**src/rtl/blkchk_session_arbiter.sv**
```systemverilog
// Round-robin session arbiter that time-shares one begin/end block checker between N_REQ byte streams.
// Optional macro BLKCHK_IDLE_ABORT_EN adds a stall-timeout abort and the done_abort output.
module blkchk_session_arbiter #(
  parameter int N_REQ      = 4,
  parameter int GRANT_W    = 2,
  parameter int IDLE_LIMIT = 64
)(
  input  logic                 clk,
  input  logic                 reset,
  input  logic [N_REQ-1:0]     req_valid,
  input  logic [8*N_REQ-1:0]   req_data,
  input  logic [N_REQ-1:0]     req_last,
  output logic [N_REQ-1:0]     req_ready,
  output logic [N_REQ-1:0]     done_valid,
  output logic                 done_result,
`ifdef BLKCHK_IDLE_ABORT_EN
  output logic                 done_abort,
`endif
  output logic                 busy,
  output logic [GRANT_W-1:0]   grant_idx,
  output logic                 chk_clr,
  output logic                 chk_en,
  output logic [7:0]           chk_in,
  input  logic                 chk_result
);

  localparam logic [2:0] S_IDLE  = 3'd0;
  localparam logic [2:0] S_CLR   = 3'd1;
  localparam logic [2:0] S_PRIME = 3'd2;
  localparam logic [2:0] S_FEED  = 3'd3;
  localparam logic [2:0] S_FL1   = 3'd4;
  localparam logic [2:0] S_FL2   = 3'd5;
  localparam logic [2:0] S_REP   = 3'd6;

  logic [2:0]                state;
  logic [GRANT_W-1:0]        rr;
  logic [GRANT_W-1:0]        pick;
  logic [GRANT_W-1:0]        rr_next;
  logic                      any;
  logic [2*N_REQ-1:0]        dbl;
  logic [N_REQ-1:0]          rot;
  logic [N_REQ-1:0][7:0]     data_a;
  logic                      gvalid, glast;
  logic [7:0]                gdata;
  logic                      feed, accept, abort_go, aborted;
  int                        tmp;

  assign data_a = req_data;
  assign gvalid = req_valid[grant_idx];
  assign glast  = req_last[grant_idx];
  assign gdata  = data_a[grant_idx];
  assign feed   = (state == S_FEED);
  assign accept = feed && gvalid;

  // Rotate the request vector so bit 0 is the rr pointer; the lowest set bit wins.
  assign dbl = {req_valid, req_valid} >> rr;
  assign rot = dbl[N_REQ-1:0];

  always_comb begin
    pick = rr;
    any  = 1'b0;
    tmp  = 0;
    for (int i = N_REQ-1; i >= 0; i--) begin
      if (rot[i]) begin
        tmp = int'(rr) + i;
        if (tmp >= N_REQ) tmp = tmp - N_REQ;
        pick = GRANT_W'(tmp);
        any  = 1'b1;
      end
    end
  end

  assign rr_next = (int'(grant_idx) == N_REQ-1) ? '0 : grant_idx + 1'b1;

`ifdef BLKCHK_IDLE_ABORT_EN
  localparam int SW = $clog2(IDLE_LIMIT+1);
  logic [SW-1:0] stall_cnt;

  // Fires on the IDLE_LIMIT-th consecutive stall cycle.
  assign abort_go = feed && !gvalid && (stall_cnt == SW'(IDLE_LIMIT-1));

  always_ff @(posedge clk or negedge reset) begin
    if (!reset) begin
      stall_cnt <= '0;
      aborted   <= 1'b0;
    end else begin
      if (state == S_PRIME || accept) stall_cnt <= '0;
      else if (feed)                  stall_cnt <= stall_cnt + 1'b1;
      if (state == S_CLR)             aborted   <= 1'b0;
      else if (abort_go)              aborted   <= 1'b1;
    end
  end

  assign done_abort = (state == S_REP) && aborted;
`else
  assign abort_go = 1'b0;
  assign aborted  = 1'b0;
`endif

  always_ff @(posedge clk or negedge reset) begin
    if (!reset) begin
      state     <= S_IDLE;
      rr        <= '0;
      grant_idx <= '0;
    end else begin
      case (state)
        S_IDLE: if (any) begin
          grant_idx <= pick;
          state     <= S_CLR;
        end
        S_CLR:   state <= S_PRIME;
        S_PRIME: state <= S_FEED;
        S_FEED: begin
          if (accept && glast) state <= S_FL1;
          else if (abort_go)   state <= S_REP;
        end
        S_FL1:   state <= S_FL2;
        S_FL2:   state <= S_REP;
        S_REP: begin
          rr    <= rr_next;
          state <= S_IDLE;
        end
        default: state <= S_IDLE;
      endcase
    end
  end

  for (genvar i = 0; i < N_REQ; i++) begin : g_lane
    assign req_ready[i]  = feed && (grant_idx == GRANT_W'(i));
    assign done_valid[i] = (state == S_REP) && (grant_idx == GRANT_W'(i));
  end

  assign busy        = (state != S_IDLE);
  assign chk_clr     = (state == S_CLR);
  assign chk_en      = (state == S_PRIME) || (state == S_FL1) || (state == S_FL2) || accept;
  assign chk_in      = !chk_en ? 8'h00 : (feed ? gdata : 8'h20);
  assign done_result = (state == S_REP) && chk_result && !aborted;

endmodule

```
**config.mk**
```make
export PLATFORM = sky130hd
export DESIGN_NAME = blkchk_session_arbiter
export DESIGN_NICKNAME = d
export VERILOG_FILES = /design/src/rtl/blkchk_session_arbiter.sv
export SDC_FILE = /design/constraint.sdc
export NUM_CORES = 1
export LEC_CHECK = 0
export CORE_UTILIZATION = 24
export CTS_BUF_LIST = sky130_fd_sc_hd__clkbuf_16
export CTS_CLUSTER_DIAMETER = 80
export DETAILED_ROUTE_END_ITERATION = 16
export SKIP_CTS_REPAIR_TIMING = 1
export SYNTH_ARGS = -nofsm -noshare
export SYNTH_HDL_FRONTEND = slang
export SYNTH_SLANG_ARGS = --single-unit
```
**constraint.sdc**
```tcl
create_clock -name clk -period 3.83 [get_ports clk]
set_input_delay 0.766 -clock clk [delete_from_list [all_inputs] [get_ports clk]]
set_output_delay 0.766 -clock clk [all_outputs]
set_load 0.05 [all_outputs]
```
==> ci_impl_report.md, run 1 <==
### Flow metrics

| Metric | Value |
|---|---|
| Syn Area/Cell | `10.0 um^2` |
| Pin count of the biggest net entering global routing | `13` |
| Slowest cell delay on critical path | `0.70 ns` |
| Die outline width | `61.6 um` |
| Total DRC errors in the routed layout | `0` |
| Cell Int Power | `0.596 mW` |
| Final worst path period share | `92.6%` |
| Filler cells | `338` |
| Cell with the most instances after synthesis | `nor2b_1` |
| Status | `finished clean` |
| Maximum resistive drop on vdd | `0.369 mV` |
| Required time of the worst setup path | `3.06 ns` |
| Initial cell density of the core | `25.4%` |
| RD Place Congestion | `0.786` |
| Detailed router's first-iteration violation count | `30` |
| Power attributed to combinational cells | `0.822 mW` |
| Ratio of cells with drive above 1 in the final layout | `18.4%` |
| Die area | `0.00380 mm^2` |
| Proportion of power drawn by combinational gates | `69.9%` |
| Main logic family | `multiplexers` |
| GRT overflow | `0` |
| TritonCTS clock tree | `done` |
| Routed via count | `962` |
| H-Tree Level Count | `1` |
| Static leakage | `0.643 nW` |
| Most numerous logic cell after layout | `clkdlybuf4s50_1` |
| Cell occurring most often along the worst timing path | `clkdlybuf4s50_1` |
| Switching power | `0.581 mW` |
| Hold crit path type | `reg2reg` |
| Mux frac, synth | `29.0%` |
| Time the final worst path needs with I/O delays and setup | `3.54 ns` |
| Number of cell instances after yosys synthesis | `85` |
| Total of endpoints with negative setup slack in the final report | `0` |
| WP data arrival | `2.78 ns` |
| Delay-heaviest family, CP | `buffers and inverters` |
| Overall Global Routing Usage | `15.0%` |
| Relative contribution of the clock network to total power | `14.8%` |
| WL met2 | `1260 um` |
| Min Hold Slack | `0.614 ns` |
| Maximum clock path buffer count | `2` |
| Pin slew with the least headroom to its limit | `0.616 ns` |
| Fa+ha+maj area frac | `5.87%` |
| Buf/Inv on CP | `2` |
| Wire length of the first global-routing pass | `4000 um` |
| Post-route cell area | `0.00161 mm^2` |
| Count of input and output buffers | `64` |
| Synth Warn # | `0` |
| Portion of synthesized cell area occupied by the leading cell type | `26.4%` |
| Clock network power | `0.174 mW` |
| Worst setup SP type | `primary input` |
| End-of-flow core utilization | `48.0%` |
| Clk pin slew, worst setup/hold paths | `0.04 ns` |
| Most frequently placed logic cells in the final layout | `clkdlybuf4s50_1, nor2b_1, mux4_2, buf_4, dfrtp_1` |
| Kind of end point of the critical path | `output pin` |
| Cell Chain, Critical Path | `clkdlybuf4s50_1, mux4_2, a21boi_1, o21ai_1, clkdlybuf4s50_1` |
| Synth Instances | `85` |
| Critical path origin | `req_valid[3]` |
| HP Start | `rr[0]` |
run 1: layout make-up:
cell class | count | area (um^2) | area share [%]
well taps | 46 | 57.6 | 3.57
clock inverters | 1 | 3.75 | 0.233
multi-input cells | 70 | 644 | 40.0
repair buffers | 66 | 638 | 39.6
inverters | 5 | 18.8 | 1.16
flip-flops and latches | 7 | 175 | 10.9
clock buffers | 3 | 75.1 | 4.65
run 1: final timing paths:
kind,to,slack [ns],depth (start not counted)
worst max-delay path,chk_in[5],0.29,5
worst min-delay path,rr[0],0.61,1
worst max register to register,state[1],2.03,4
worst min register to register,rr[0],0.61,1
max in group asynchronous,grant_idx[1],2.82,1
min in group asynchronous,state[0],0.79,1
run 1: registers in the layout, indices dropped and copies added (netlist names):
name	count
grant_idx	2
rr	2
state	3
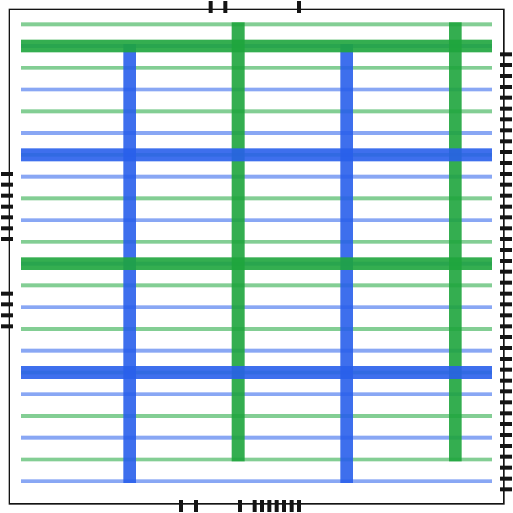
**Above:** run 1 (floorplan with the power grid).
Scale: 8 px per um. Pins as bars on the die edge.
Key: green = VDD; blue = VSS
4 straps on met4. 65 signal pins sit on the boundary. The core has 21 rows. 4 straps on met5. 22 met1 rails follow the rows.

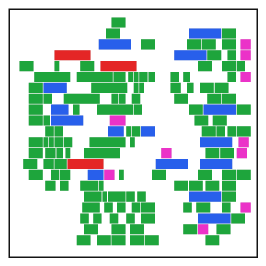
**Above:** run 1 (cells by drive strength).
Scale: 4 px per um.
Key: green = drive 1 or less [cells 124]; magenta = drive 3 to 4 [cells 10]; blue = drive 2 [cells 15]; red = drive 6 and up [cells 3]

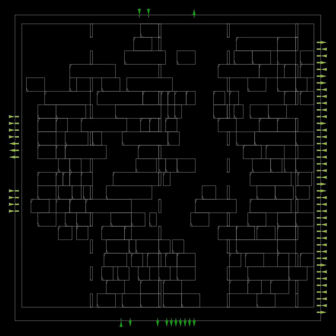
**Above:** run 1 (placed standard cells).
standard cell core area: 0.00336 mm^2
number of standard cells in the layout, taps in and fillers out: 198
flip-flop and latch share of the layout cell area: 10.9%

==> run 2: changes to the inputs <==
- SLEW_MARGIN: not set -> 10
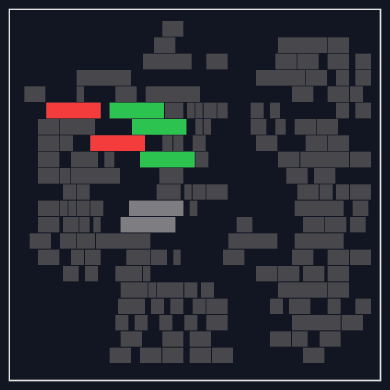
**Above:** run 2 (register map, names as in the netlist).
Scale: 6 px per um. Other sequential cells in the stronger gray, the rest of the logic in the fainter gray.
Key: green = state [placed flops 3]; red = grant_idx [placed flops 2]
Another 2 sequential cells are not colored.

==> run 2 against run 1 <==
Count of clock-buffer cells in the layout did not move. Final cell count unchanged. Clock skew did not move. Worst hold slack did not move. Core utilization unchanged. Critical endpoint unchanged.
==> ci_impl_report.md, run 2 <==
### Flow metrics

| Metric | Value |
|---|---|
| Timing-limited maximum frequency | `282 MHz` |
| Slowest cell delay on critical path | `0.70 ns` |
| Cell occurring most often along the worst timing path | `clkdlybuf4s50_1` |
| Detailed router's first-iteration violation count | `30` |
| Group with the largest share of power | `combinational cells` |
| End-of-flow core utilization | `48.0%` |
| Number of cell instances after yosys synthesis | `85` |
| Power attributed to combinational cells | `0.822 mW` |
| Number of max-cap violations | `0` |
| Overall Global Routing Usage | `15.0%` |
| Register bank with the most flops | `state` |
| Clock Latency Late Sink | `0.23 ns` |
| Reg2Reg Setup Slack | `2.03 ns` |
| HP Start | `rr[0]` |
| Standard cell core area | `0.00336 mm^2` |
| Switching power | `0.581 mW` |
| Standard cell area after detailed placement | `0.00153 mm^2` |
| WL met2 | `1260 um` |
| Number of standard cells in the layout, taps in and fillers out | `198` |
| Buf/Inv on CP | `2` |
| Synth Instances | `85` |
| Worst setup SP type | `primary input` |
| Power dissipated in sequential cells | `0.180 mW` |
| Hold depth | `1` |
| Cell count of the worst reg-to-reg path | `4` |
| GRT overflow | `0` |
| Cell Chain, Critical Path | `clkdlybuf4s50_1, mux4_2, a21boi_1, o21ai_1, clkdlybuf4s50_1` |
| RD Place Congestion | `0.786` |
| Largest registers | `state x3, grant_idx x2, rr x2` |
| Count of input and output buffers | `64` |
| Die area | `0.00380 mm^2` |
| Number of diodes | `0` |
| Total DRC errors in the routed layout | `0` |
| Commonest register cell after synthesis | `dfrtp_1` |
| Die outline width | `61.6 um` |
| Time the final worst path needs with I/O delays and setup | `3.54 ns` |
| Post-route cell area | `0.00161 mm^2` |
| Final Hold Fails | `0` |
| Hold crit path type | `reg2reg` |
| Total of endpoints with negative setup slack in the final report | `0` |
| Critical path origin | `req_valid[3]` |
| Drt via density | `4.86` |
| Remaining antenna violation count | `0` |
| TritonCTS clock tree | `done` |
| Clk root buf | `clkbuf_16` |
| Flip-flops with a built-in enable | `0` |
| Synth Warn # | `0` |
| Pre-Repair DR Iteration Count | `4` |
| Routed via count | `962` |
| Cell with the most instances after synthesis | `nor2b_1` |
| Delay-heaviest family, CP | `buffers and inverters` |
| WP data arrival | `2.78 ns` |
| Switching power as a share of total power | `49.3%` |
| Worst reg2reg path endpoint | `state[1]` |
| Clk pin slew, worst setup/hold paths | `0.04 ns` |
| Ratio of cells with drive above 1 in the final layout | `18.4%` |
| Filler cells | `338` |
| Flip-flop count of the largest register after layout | `3` |
| Pin count of the biggest net entering global routing | `13` |
| Peak fanout along the critical path | `7` |
| Min Hold Slack | `0.614 ns` |
| Status | `finished clean` |
| Power per cell area | `730 mW/mm^2` |
| Most frequently placed logic cells in the final layout | `clkdlybuf4s50_1, nor2b_1, mux4_2, buf_4, dfrtp_1` |
| Share of async-settable or async-resettable flops after synthesis | `100%` |
| Wire length of the first global-routing pass | `4000 um` |
| Maximum resistive drop on vdd | `0.369 mV` |
| Category of the critical setup timing path | `in2out` |
| Relative contribution of the clock network to total power | `14.8%` |
| Setup crit end | `chk_in[5]` |
| Static leakage | `0.643 nW` |
| Clock network power | `0.174 mW` |
| Cell Int Power | `0.596 mW` |
| Max-slew violation total from the final report | `0` |
| Syn Area/Cell | `10.0 um^2` |
| Netlist Area Pre-Place | `853 um^2` |
| Capture endpoint of the worst hold path | `rr[0]` |
| Pin slew with the least headroom to its limit | `0.616 ns` |
| Most numerous logic cell after layout | `clkdlybuf4s50_1` |
| Initial cell density of the core | `25.4%` |
| Y dimension of the die | `61.6 um` |
| Kind of end point of the critical path | `output pin` |
| Proportion of power drawn by combinational gates | `69.9%` |
| Final worst path period share | `92.6%` |
| Path length in cells of the critical path | `5` |
| Maximum clock path buffer count | `2` |
| H-Tree Level Count | `1` |
| Required time of the worst setup path | `3.06 ns` |
| Portion of synthesized cell area occupied by the leading cell type | `26.4%` |
## run 2: final cells by class
| cell class | count | area, um^2 | area share [%] |
|---|---|---|---|
| Multi-Input combinational cell | 70 | 644 | 40.0 |
| Timing Repair Buffer | 66 | 638 | 39.6 |
| Sequential cell | 7 | 175 | 10.9 |
| Clock buffer | 3 | 75.1 | 4.65 |
| Tap cell | 46 | 57.6 | 3.57 |
| Inverter | 5 | 18.8 | 1.16 |
| Clock inverter | 1 | 3.75 | 0.233 |
## run 2: cell families after synthesis
group | count (synthesis) | share of synthesized area [%]
compound gates | 17 | 14.4
buf+inv | 8 | 3.96
fa+ha+maj | 4 | 5.87
flops | 7 | 20.5
simple gates | 37 | 26.2
mux | 12 | 29.0
Power and IR drop assume default switching activity.
